**src/rtl/ctrl_pkg.sv**
```systemverilog
// Shared types and encodings for the fetch/decode/execute/writeback sequencer.
// Optional JAL support is selected with the SEQ_JAL_EN macro.
package ctrl_pkg;

  typedef enum logic [2:0] {
    S_FETCH,
    S_DECODE,
    S_EXEC,
    S_MEM,
    S_WB
  } state_t;

  typedef enum logic [2:0] {
    K_ALU,
    K_LOAD,
    K_STOR,
    K_BR,
    K_JAL,
    K_ILL
  } kind_t;

  localparam logic [3:0] OP_RTYPE = 4'h0;
  localparam logic [3:0] OP_LS    = 4'h4;
  localparam logic [3:0] OP_SHIFT = 4'h8;
  localparam logic [3:0] OP_CMP   = 4'hB;
  localparam logic [3:0] OP_BCOND = 4'hC;
  localparam logic [3:0] OP_LUI   = 4'hF;

  localparam logic [3:0] EXT_LOAD  = 4'h0;
  localparam logic [3:0] EXT_STOR  = 4'h4;
  localparam logic [3:0] EXT_SHREG = 4'h4;
  localparam logic [3:0] EXT_JAL   = 4'h8;
  localparam logic [3:0] EXT_CMP   = 4'hB;
  localparam logic [3:0] EXT_JCOND = 4'hC;

  localparam logic [3:0] CC_EQ = 4'h0;
  localparam logic [3:0] CC_NE = 4'h1;
  localparam logic [3:0] CC_GT = 4'h6;
  localparam logic [3:0] CC_LE = 4'h7;
  localparam logic [3:0] CC_LO = 4'hC;
  localparam logic [3:0] CC_HS = 4'hD;
  localparam logic [3:0] CC_UC = 4'hE;

  localparam int PSR_N = 4;
  localparam int PSR_Z = 3;
  localparam int PSR_F = 2;
  localparam int PSR_L = 1;

  function automatic logic is_imm_op(input logic [3:0] op);
    return op inside {4'h1, 4'h2, 4'h3, 4'h5,
                      4'h6, 4'h9, 4'hB, 4'hD};
  endfunction

  function automatic logic [15:0] sext8(input logic [7:0] v);
    return {{8{v[7]}}, v};
  endfunction

endpackage

```
**src/rtl/ctrl_cond_eval.sv**
```systemverilog
// Branch condition evaluator: maps a 4-bit condition code
// and the current flags to a taken decision.
module ctrl_cond_eval
  import ctrl_pkg::*;
(
  input  logic [3:0] cond,
  input  logic [4:0] flags,
  output logic       taken
);

  logic unused_flags;
  assign unused_flags = ^{flags[PSR_F], flags[0]};

  always_comb begin
    taken = 1'b0;
    case (cond)
      CC_EQ:   taken = flags[PSR_Z];
      CC_NE:   taken = !flags[PSR_Z];
      CC_GT:   taken = flags[PSR_N];
      CC_LE:   taken = !flags[PSR_N];
      CC_LO:   taken = flags[PSR_L];
      CC_HS:   taken = !flags[PSR_L];
      CC_UC:   taken = 1'b1;
      default: taken = 1'b0;
    endcase
  end

endmodule

```
**src/rtl/ctrl_sequencer.sv**
```systemverilog
// Multi-cycle fetch/decode/execute/writeback controller.
// Define SEQ_JAL_EN to enable the JAL instruction (op=0100 ext=1000).
module ctrl_sequencer
  import ctrl_pkg::*;
#(
  parameter int                ADDR_W   = 16,
  parameter logic [ADDR_W-1:0] RESET_PC = '0
) (
  input  logic              clock,
  input  logic              reset,
  input  logic              run,
  output logic              imem_req,
  output logic [ADDR_W-1:0] imem_addr,
  input  logic              imem_valid,
  input  logic [15:0]       imem_rdata,
  output logic              dmem_req,
  output logic              dmem_we,
  output logic [ADDR_W-1:0] dmem_addr,
  output logic [15:0]       dmem_wdata,
  input  logic              dmem_ready,
  input  logic [15:0]       dmem_rdata,
  output logic [3:0]        rf_raddr_a,
  output logic [3:0]        rf_raddr_b,
  input  logic [15:0]       rf_rdata_a,
  input  logic [15:0]       rf_rdata_b,
  output logic              rf_we,
  output logic [3:0]        rf_waddr,
  output logic [15:0]       rf_wdata,
  output logic [7:0]        alu_opcode,
  output logic [15:0]       alu_a,
  output logic [15:0]       alu_b,
  input  logic [15:0]       alu_result,
  input  logic [4:0]        alu_psr,
  output logic              retire,
  output logic              illegal_op,
  output logic [ADDR_W-1:0] pc
);

  state_t            state;
  kind_t             kind;
  logic [15:0]       ir;
  logic [4:0]        flags;
  logic              wr;
  logic [ADDR_W-1:0] npc;
  logic [15:0]       mdr;

  logic [3:0] op, rd, ext, rs;
  logic [7:0] imm;
  assign op  = ir[15:12];
  assign rd  = ir[11:8];
  assign ext = ir[7:4];
  assign rs  = ir[3:0];
  assign imm = ir[7:0];

  logic [ADDR_W-1:0] pc_inc, br_off;
  assign pc_inc = pc + {{(ADDR_W-1){1'b0}}, 1'b1};
  assign br_off = {{(ADDR_W-8){imm[7]}}, imm};

  logic taken;
  ctrl_cond_eval u_cond (
    .cond  (rd),
    .flags (flags),
    .taken (taken)
  );

  kind_t             d_kind;
  logic              d_wr;
  logic [7:0]        d_opc;
  logic [15:0]       d_b;
  logic [ADDR_W-1:0] d_npc;

  always_comb begin
    d_kind = K_ILL;
    d_wr   = 1'b0;
    d_opc  = 8'h00;
    d_b    = 16'h0000;
    d_npc  = pc_inc;
    unique case (1'b1)
      op == OP_RTYPE: begin
        d_kind = K_ALU;
        d_opc  = {4'h0, ext};
        d_b    = rf_rdata_b;
        d_wr   = ext != EXT_CMP;
      end
      is_imm_op(op): begin
        d_kind = K_ALU;
        d_opc  = {4'h0, op};
        d_b    = sext8(imm);
        d_wr   = op != OP_CMP;
      end
      op == OP_LUI: begin
        d_kind = K_ALU;
        d_opc  = 8'hF0;
        d_b    = {8'h00, imm};
        d_wr   = 1'b1;
      end
      op == OP_SHIFT: begin
        d_kind = K_ALU;
        d_opc  = {OP_SHIFT, ext};
        d_b    = (ext == EXT_SHREG) ?
                 rf_rdata_b : {12'h000, rs};
        d_wr   = 1'b1;
      end
      op == OP_BCOND: begin
        d_kind = K_BR;
        if (taken)
          d_npc = pc + br_off;
      end
      op == OP_LS: begin
        case (ext)
          EXT_LOAD: begin
            d_kind = K_LOAD;
            d_wr   = 1'b1;
          end
          EXT_STOR: d_kind = K_STOR;
          EXT_JCOND: begin
            d_kind = K_BR;
            if (taken)
              d_npc = rf_rdata_b[ADDR_W-1:0];
          end
`ifdef SEQ_JAL_EN
          EXT_JAL: begin
            d_kind = K_JAL;
            d_wr   = 1'b1;
            d_npc  = rf_rdata_b[ADDR_W-1:0];
          end
`endif
          default: d_kind = K_ILL;
        endcase
      end
      default: d_kind = K_ILL;
    endcase
  end

  always_ff @(posedge clock or posedge reset) begin
    if (reset) begin
      state      <= S_FETCH;
      pc         <= RESET_PC;
      npc        <= RESET_PC;
      ir         <= '0;
      flags      <= '0;
      kind       <= K_ILL;
      wr         <= 1'b0;
      mdr        <= '0;
      imem_req   <= 1'b0;
      rf_raddr_a <= '0;
      rf_raddr_b <= '0;
      alu_opcode <= '0;
      alu_a      <= '0;
      alu_b      <= '0;
      dmem_req   <= 1'b0;
      dmem_we    <= 1'b0;
      dmem_addr  <= '0;
      dmem_wdata <= '0;
    end else begin
      unique case (state)
        S_FETCH: begin
          if (imem_req && imem_valid) begin
            ir         <= imem_rdata;
            rf_raddr_a <= imem_rdata[11:8];
            rf_raddr_b <= imem_rdata[3:0];
            imem_req   <= 1'b0;
            state      <= S_DECODE;
          end else begin
            imem_req <= run;
          end
        end
        S_DECODE: begin
          kind <= d_kind;
          wr   <= d_wr;
          npc  <= d_npc;
          mdr  <= 16'(pc_inc);
          alu_opcode <= d_opc;
          alu_a <= (d_kind == K_ALU) ? rf_rdata_a : '0;
          alu_b <= d_b;
          if (d_kind == K_LOAD || d_kind == K_STOR) begin
            dmem_req   <= 1'b1;
            dmem_we    <= d_kind == K_STOR;
            dmem_addr  <= rf_rdata_b[ADDR_W-1:0];
            dmem_wdata <= (d_kind == K_STOR) ? rf_rdata_a : '0;
            state      <= S_MEM;
          end else begin
            state <= S_EXEC;
          end
        end
        S_EXEC: state <= S_WB;
        S_MEM: begin
          // Request stays frozen until the memory completes it.
          if (dmem_ready) begin
            dmem_req <= 1'b0;
            dmem_we  <= 1'b0;
            mdr      <= dmem_rdata;
            state    <= S_WB;
          end
        end
        S_WB: begin
          pc <= npc;
          if (kind == K_ALU)
            flags <= alu_psr;
          imem_req <= run;
          state    <= S_FETCH;
        end
        default: state <= S_FETCH;
      endcase
    end
  end

  logic in_wb;
  assign in_wb = state == S_WB;

  // Writeback strobes are decoded from state so the ALU result
  // arriving in WB can be written the same cycle.
  assign imem_addr  = pc;
  assign retire     = in_wb;
  assign illegal_op = in_wb && kind == K_ILL;
  assign rf_we      = in_wb && wr;
  assign rf_waddr   = rf_we ? rd : 4'h0;
  assign rf_wdata   = !rf_we ? 16'h0000 :
                      (kind == K_ALU) ? alu_result : mdr;

endmodule
```
**config.mk**
```make
export PLATFORM = sky130hd
export DESIGN_NAME = ctrl_sequencer
export DESIGN_NICKNAME = d
export VERILOG_FILES = /design/src/rtl/ctrl_pkg.sv /design/src/rtl/ctrl_cond_eval.sv /design/src/rtl/ctrl_sequencer.sv
export SDC_FILE = /design/constraint.sdc
export NUM_CORES = 1
export LEC_CHECK = 0
export CORE_MARGIN = 2
export CORE_UTILIZATION = 49
export DETAILED_ROUTE_END_ITERATION = 12
export PLACE_DENSITY = 0.82
export SETUP_SLACK_MARGIN = 0.4
export SLEW_MARGIN = 20
export SYNTH_ARGS = -nofsm -noshare
export SYNTH_HDL_FRONTEND = slang
export SYNTH_HIERARCHICAL = 1
export SYNTH_SLANG_ARGS = --single-unit
```
**constraint.sdc**
```tcl
create_clock -name clock -period 7.55 [get_ports clock]
set_clock_uncertainty 0.1 [all_clocks]
set_input_delay 1.8875 -clock clock [delete_from_list [all_inputs] [get_ports clock]]
set_output_delay 1.8875 -clock clock [all_outputs]
set_load 0.02 [all_outputs]
```
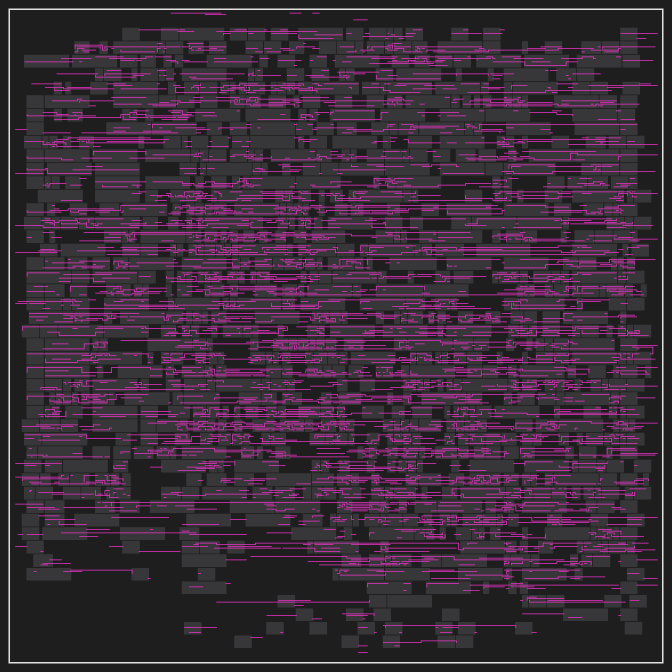
Fig. 1. Signal wires on met1.
Cells faint in the background.
1004 nets have wire on it. The layer carries 10300 um of wire. The layer holds 42% of the routed length. The wires run mostly horizontal. The longest straight run is 49.2 um.

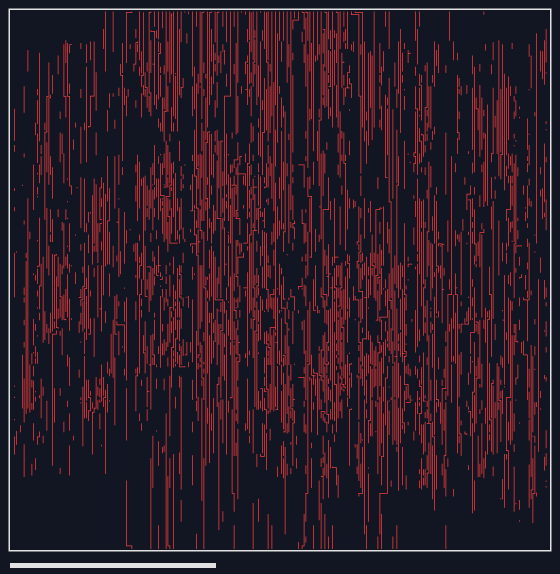
Fig. 2. Met2 routing.
The bar under the picture is 50 um long.
990 nets have wire on it. The layer carries 11600 um of wire. The longest straight run is 51.0 um. The layer holds 47% of the routed length. The wires run mostly vertical.

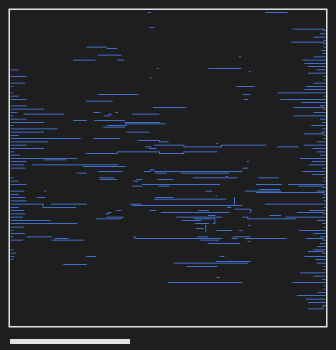
Fig. 3. The metal 3 layer.
The bar under the picture is 50 um long.
207 nets have wire on it. The longest straight run is 45.5 um. The layer holds 8.2% of the routed length.

==> results.json <==
{
  "status": "completed",
  "cp.required_ns": 5.56,
  "remaining_drc_errors": 0,
  "tapCellCount": 216,
  "setup_tns_ns": 0,
  "start_kind": "primary input",
  "dieArea_um2": 17200,
  "grt_pass1_vias": 7268,
  "num_vias": 7387,
  "rrSetupSlack_ns": 3.57,
  "seq_power_mw": 1.56,
  "grtUsageMet1_pct": 37.8,
  "lay_top_cells": "clkdlybuf4s50_1, dfrtp_1, nand2_1, o21ai_0, a21oi_1",
  "worst_slack_ns": 2.28,
  "nets": 1140,
  "grtUsageMet3_pct": 6.98,
  "first_pass_iters": 6,
  "worst-r2r-cell-count": 6,
  "reg2reg_from": "ir[15]$_DFFE_PP0P_",
  "r2r_end": "dmem_addr[8]$_DFFE_PP0P_",
  "hold_ws_ns": 0.378,
  "finalCritPeriodShare_pct": 69.8,
  "max_freq_mhz": 190,
  "p_comb_share_pct": 53.3,
  "top_power_group": "combinational cells",
  "clockPowerShare_pct": 16.3,
  "internal-power_mw": 2.85,
  "cts_max_level": 4,
  "dominant_cells": "combinational gates",
  "syn_nets": 966,
  "path_class": "primary input to primary output",
  "crit_cells": 4,
  "cts.clk_slew.worst_paths_ns": 0.06,
  "routed.top_layer": "met4",
  "nNonClkBuffers": 233,
  "setup_violations": 0,
  "ctsHoldBuffers": 0,
  "wl_per_cell_um": 19.5
}
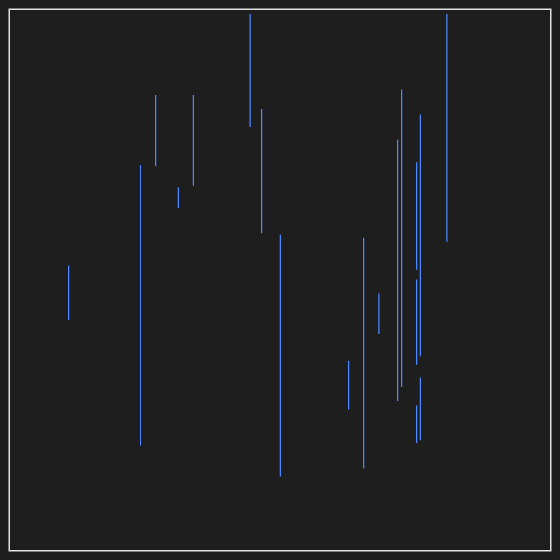
Fig. 4. The metal 4 layer.
The wires run mostly vertical. 16 nets have wire on it.

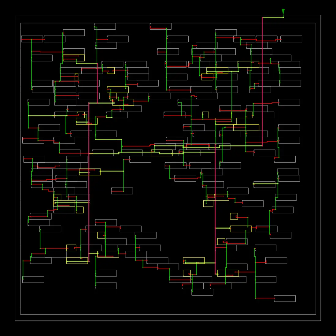
Fig. 5. Clock wiring as the flow saved it.
clk latency late pin: 0.43 ns
CTS sink count: 147
Clk. pwr: 0.838 mW
TritonCTS Buffers: 17
clock buf count: 19

Power figures rest on the tool's default switching activity, not on a simulated workload.
